==> run_1/clock_nets.png <==
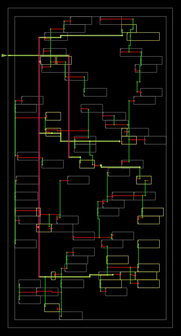
==> run_1/m1.png <==
Supply wires on this layer in gray. Cells faint in the background.
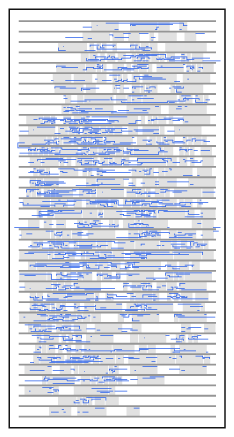
==> run_1/clock_wires.png <==
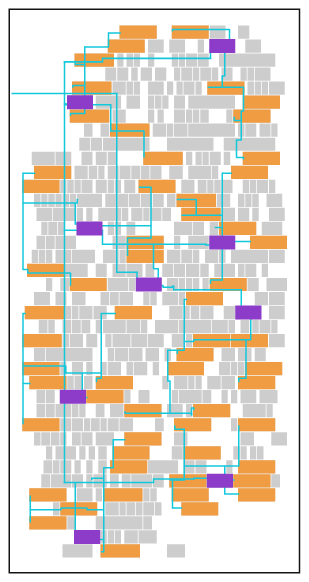
==> config.mk <==
export PLATFORM = sky130hd
export DESIGN_NAME = ps2_scancode_rx
export DESIGN_NICKNAME = d
export VERILOG_FILES = /design/src/rtl/ps2_scancode_rx.sv
export SDC_FILE = /design/constraint.sdc
export NUM_CORES = 1
export LEC_CHECK = 0
export ABC_AREA = 1
export CAP_MARGIN = 10
export CORE_AREA = 2 2 54 107
export CTS_CLUSTER_DIAMETER = 60
export DETAILED_ROUTE_END_ITERATION = 10
export DIE_AREA = 0 0 56 109
export PLACE_DENSITY = 0.74
export SYNTH_ARGS = -nofsm -noshare
export SYNTH_HDL_FRONTEND = slang
export SYNTH_SLANG_ARGS = --single-unit
==> constraint.sdc <==
create_clock -name clk -period 1.5 [get_ports clk]
set_input_delay 0.45 -clock clk [delete_from_list [all_inputs] [get_ports clk]]
set_output_delay 0.45 -clock clk [all_outputs]
set_load 0.01 [all_outputs]
==> metrics.yaml, run 1 <==
outcome:
  status: "complete, but fails checks"
  violations: "setup timing"
worst_setup_path:
  max_stage_delay_ns: 0.33
  crit_fanout: 8
  critPathTopFamily: "simple AND/OR/NAND/NOR gates"
  worstRegToRegCells: 15
  crit_type: "reg -> reg"
  end_kind: "flop"
  crit_buf_inv: 4
  crit_chain: "inv_2 > ha_4 > inv_2 > nand2_2 > nand2_2 > nand2_2 > nand2_2 > nand2_2 > nand2_2 > inv_2 > nand3_4 > buf_16 > nand2_1 > nand2_1 > nor2_1"
  slowest_stage: "dfxtp_2"
  critPathRequiredTime_ns: 1.79
  path_depth: 15
  ff2ff_setup_slack_ns: -0.21
  critPathLaunchType: "flop"
placed_design:
  dp.cells: 476
  hpwl_um: 4460
  post_dp_cell_area_um2: 3290
  port_buffers: 17
global_route:
  grt_pass1_vias: 2470
  grt_pass1_wl_um: 10400
  grt_overflow: 0
  track_usage: 0.221
finish:
  nets: 452
  clock_buffers: 13
  fin_util: 0.701
  buffers: 57
  largestClassByArea: "logic gates"
  fill_cells: 424
  largest_reg_flops: 13
  num-nonclk-inverters: 60
  final-clk-cell-share: 0.0520
  seq_area_um2: 1190
  logic_area_um2: 1540
  fin_cells: 497
  logic_gates: 246
  final_common_cell: "dfxtp_1"
  insertedDiodeCount: 0
  drive_above_1_share: 0.323
  final_area_um2: 3730
synthesis:
  avgSynthCellArea_um2: 7.40
  ys_cells: 372
  yosysUniqueCellTypes: 34
  topCellsByArea: "dfxtp_1 43%, nand2_1 9.4%, inv_1 7.1%"
  synth_top_cell_by_area: "dfxtp_1"
  synth-main-ff-cell: "dfxtp_1"
  synthCells: 372
  async_flop_share: 0
  syn_nets: 391
  ys_seq_frac: 0.429
  synth_top_area_share: 0.429
  synth_top_cell_by_count: "nand2_1"
drt:
  first_pass_iters: 4
  routed_wl_um: 6250
  detail-route-antenna-nets: 0
  remaining_drc_errors: 0
  wire_per_inst_um: 12.6
  vias_per_cell: 5.11
cts:
  clockRootBuffer: "clkbuf_8"
  clock_sinks: 59
  clockBufferDepth: 2
  cts_resized: 44
  cts_tree: "done"
  holdBufCountCts: 0
  cts_setup_buffers: 3
final_timing:
  finalCritPeriodShare: 1.14
  hold_viol: 0
  tightest_slew_ns: 0.388
  finalSetupViolCount: 14
  rsz0062_at_grt: "yes"
  slew_violations: 0
  slew_headroom: 0.740
  setup_slack_ns: -0.206
die:
  pin_count: 18
  die_y_um: 109
  nWellTaps: 60
  die_x_um: 56
  rows: 38
hold_path:
  hold_depth: 1
  min_path_type: "reg -> reg"
power:
  power_density_nw_per_um2: 1200
  ir_drop_v: 0.00121
job:
  maxCapViolCount: 0
-- clock_nets.png (at the start) --
Late-Pin Clk Latency: 0.35 ns
Seq cells: 59
Final Skew: 0.00810 ns
total CTS buffers: 9

-- m1.png (at the start) --
- main direction: horizontal
- wire length on this layer: 2490 um
- nets with wire on the layer: 425
- share of all routed wire: 40%
- longest straight run: 20.2 um
met1 GRT Util: 0.240
total vias in the final route: 2540

-- clock_wires.png (at the start) --
- cyan: clock wires (length 746 um)
- purple: clock-net drivers (count 9)
- orange: flip-flops (count 59)
- flops lie: all over the die
Clk power: 0.00143 W
Clk pwr share: 0.320

run 1: cell families after synthesis:
logic type / count (synthesis) / share of synthesized area
XOR/XNOR: 4 / 0.0127
adder cells (fa/ha/maj): 15 / 0.0682
buffers and inverters: 67 / 0.0960
AND-OR/OR-AND: 49 / 0.104
flip-flops: 59 / 0.429
AND/OR/NAND/NOR: 178 / 0.290
run 1: routing by layer:
| layer | wire (um) | vias up | GRT usage |
|---|---|---|---|
| met5 | 0 | - | 0 |
| met4 | 133 | 0 | 0.114 |
| met3 | 234 | 9 | 0.0605 |
| met2 | 3390 | 48 | 0.387 |
| met1 | 2490 | 1154 | 0.240 |
| li1 | - | 1329 | - |
run 1: where the power goes:
part,leakage (nW),internal (W),switching (W)
sequential,0.483,0.00167,0.0000943
clock,0.0995,0.000846,0.000585
combinational,1.03,0.000561,0.000715
==> inputs of run 2 (changes only) <==
- CAP_MARGIN: 10 -> 20
- CORE_AREA: 2 2 54 107 -> 2 2 76 78
- DIE_AREA: 0 0 56 109 -> 0 0 78 80
- PLACE_DENSITY: 0.74 -> 0.73
==> run_2/class_map.png <==
Scale bar: 20 um.
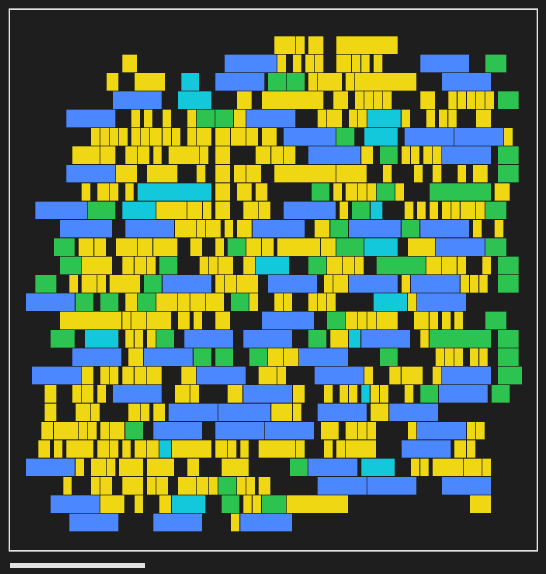
- green: remaining buffers and delay cells (cells 54; share of their area 13%)
- blue: registers (cells 59; share of their area 33%)
- cyan: clock drivers and dummy loads (cells 16; share of their area 5.4%)
- yellow: remaining logic cells (cells 306; share of their area 48%)
flop share of the area: 0.322
final core utilization: 0.686
num rows: 27
post-route cell area: 3710 um^2

==> run_2/sizing.png <==
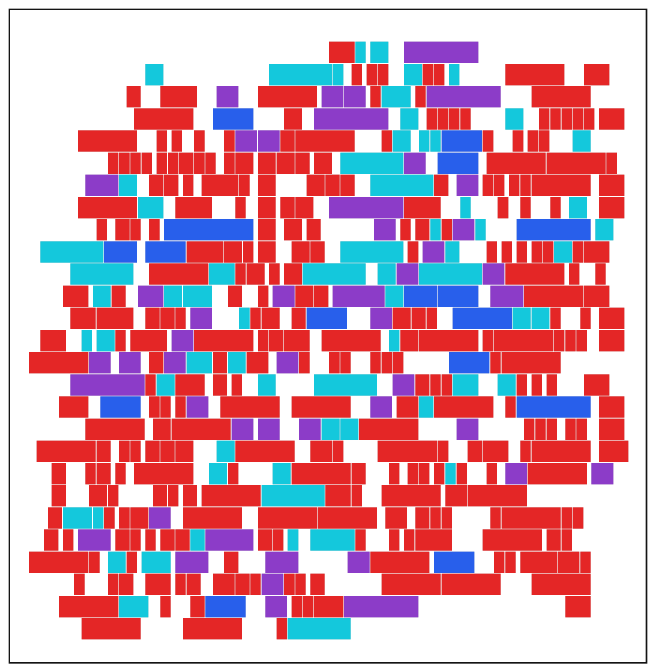
- red: x1 and smaller (cells 306; most used nand2_1)
- blue: x6 and larger (cells 16; most used clkbuf_8)
- purple: x3 and x4 (cells 47; most used buf_4)
- cyan: x2 (cells 66; most used nand2_2)
Area Overhead vs Synth: 34.7%
final worst setup slack: -0.228 ns

==> run 2 against run 1 <==
Net effect: the flow still finishes with violations (setup timing); power down 0.73%; worst hold slack worse by 0.0019 ns; count of clock-buffer cells in the layout down 2; clock power about the same; wire length down 3.2%; global-route usage down 2.0 points; sequential share of layout area up 0.23 points; utilization down 1.5 points; critical endpoint is now extended$_SDFFE_PN0P_; highest routed layer unchanged.
==> metrics.yaml, run 2 <==
hold_path:
  hold_depth: 1
  min_path_type: "reg -> reg"
synthesis:
  syn_nets: 391
  yosysUniqueCellTypes: 34
  synthCells: 372
  ys_area_um2: 2750
  async_flop_share: 0
  syn-cell-area_um2: 2750
  synth-main-ff-cell: "dfxtp_1"
  ys_cells: 372
  topCellsByArea: "dfxtp_1 43%, nand2_1 9.4%, inv_1 7.1%"
  synthTopCellsByCount: "69 x nand2_1, 59 x dfxtp_1, 52 x inv_1"
  yosys_warnings: 0
  edf_count: 0
  synth_top_area_share: 0.429
  avgSynthCellArea_um2: 7.40
  synth_top_cell_by_count: "nand2_1"
  synth_flops: 59
  synth_top_cell_by_area: "dfxtp_1"
  ys_seq_frac: 0.429
die:
  nWellTaps: 72
  die_x_um: 78
  chipArea_um2: 6240
  die_y_um: 80
  pin_count: 18
  fp-utilization: 0.509
  coreArea_um2: 5410
finish:
  logic_gates: 246
  buf_share: 0.131
  buffers: 54
  comb_share: 0.408
  largest_reg_flops: 13
  final_common_cell: "nand2_1"
  final_cell_mix: "52 x nand2_1, 48 x dfxtp_1, 46 x nor2_1"
  fin_cells: 507
  largestClassByArea: "logic gates"
  flops: 59
  final-clk-cell-share: 0.0523
  num-nonclk-inverters: 60
  drive_above_1_share: 0.297
  nets: 449
  fill_cells: 454
  logic_area_um2: 1510
  insertedDiodeCount: 0
  seq_area_um2: 1190
  clock_buffers: 11
cts:
  holdBufCountCts: 0
  cts-buffers-inserted: 9
  clock_latency_ns: 0.35
  clock_sinks: 59
  path_clk_slew_ns: 0.07
  cts_htree_levels: 3
  cts_tree: "done"
  clockBufferDepth: 2
  clockRootBuffer: "clkbuf_8"
global_route:
  grt_pass1_wl_um: 9730
  top_usage_layer: "met2"
  antenna_found_initial: 0
  grt_pass1_vias: 2228
  grt_use_met3: 0.0577
  grt_overflow: 0
  grt_start_max_net_pins: 22
  met2_usage: 0.318
  track_usage: 0.200
drt:
  wire_per_inst_um: 11.9
  detail-route-antenna-nets: 0
  top_layer: "met4"
  remaining_drc_errors: 0
  route.met3.wl_um: 262
  vias_per_cell: 4.90
  wl_met2_um: 2800
  drt_iter0_markers: 84
  first_pass_iters: 4
  wl_met1_um: 2880
worst_setup_path:
  critPathTopFamily: "simple AND/OR/NAND/NOR gates"
  critPathRequiredTime_ns: 1.74
  crit_type: "reg -> reg"
  crit_chain: "inv_2 > ha_4 > inv_2 > nand2_1 > nand2_1 > nand2_2 > nand2_2 > nand2_2 > nand2_2 > inv_2 > nand3_4 > clkbuf_16 > nor2_1 > nor2_1"
  path_depth: 14
  crit_fanout: 5
  crit_arrival_ns: 1.97
  end_kind: "flop"
  critPathLaunchType: "flop"
  slowest_stage: "dfxtp_2"
  crit_buf_inv: 4
  critPathMostFrequentCell: "nand2_2"
  ff2ff_setup_slack_ns: -0.23
  max_stage_delay_ns: 0.33
  worstRegToRegCells: 14
final_timing:
  slew_violations: 0
  fin_skew_ns: 0.0109
  rsz0062_at_grt: "yes"
  hold_viol: 0
  slew_headroom: 0.760
  timing.hold.ws_ns: 0.416
  finalSetupViolCount: 14
  layout_min_cycle_time_ns: 1.73
  finalCritPeriodShare: 1.15
  tightest_slew_ns: 0.359
  fin_setup_tns_ns: -2.20
  setup_slack_ns: -0.228
  fmax_mhz: 579
power:
  ir_drop_v: 0.00115
  power_frac_clock: 0.324
  p_leak_nw: 1.59
  power_leader: "registers"
  p_int_w: 0.00300
  pwr-share-comb: 0.278
  powerComb_w: 0.00124
  p_seq_frac: 0.398
  p_seq_w: 0.00177
  total_power_w: 0.00444
  power_density_nw_per_um2: 1200
  p_sw_w: 0.00144
  pg_clk_w: 0.00144
  switching_share: 0.324
placed_design:
  routabilityCongestion: 0.944
  dp.cells: 486
  port_buffers: 17
  dp_slack_ns: -0.269
  hpwl_um: 4200
  post_dp_cell_area_um2: 3290
outcome:
  status: "complete, but fails checks"
  violations: "setup timing"
job:
  warning_count: 35
  maxCapViolCount: 0
==> run_2/m1.png <==
Supply wires on this layer in gray. Cells faint in the background.
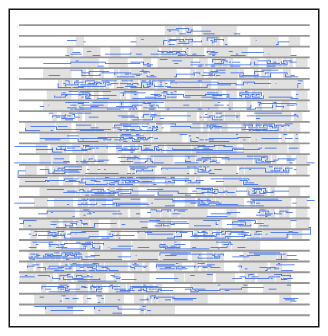
- share of all routed wire: 48%
- main direction: horizontal
- longest straight run: 27.1 um
- nets with wire on the layer: 422
total vias in the final route: 2483
met1 GRT Util: 0.249
DRT Wirelength: 6050 um

run 2: netlist changes by cell type in the layout (fill, tap and decap cells not counted), moves of 3 or more:
cell,change
nand2_1,+5
buf_4,-3
nor2_2,-7
nand2_2,-5
nor2_1,+7
run 2: kinds of logic after synthesis:
| kind of cell | Yosys count | synth area share |
|---|---|---|
| compound gates | 49 | 0.104 |
| xor+xnor | 4 | 0.0127 |
| fa+ha+maj | 15 | 0.0682 |
| buf+inv | 67 | 0.0960 |
| flops | 59 | 0.429 |
| simple gates | 178 | 0.290 |
run 2: timing repair:
item	4_1_cts	5_1_grt
setup endpoints to repair	35	40
gates cloned	0	2
setup buffers	1	2
pin swaps	3	15
gates resized	25	43
Power figures rest on the tool's default switching activity, not on a simulated workload.
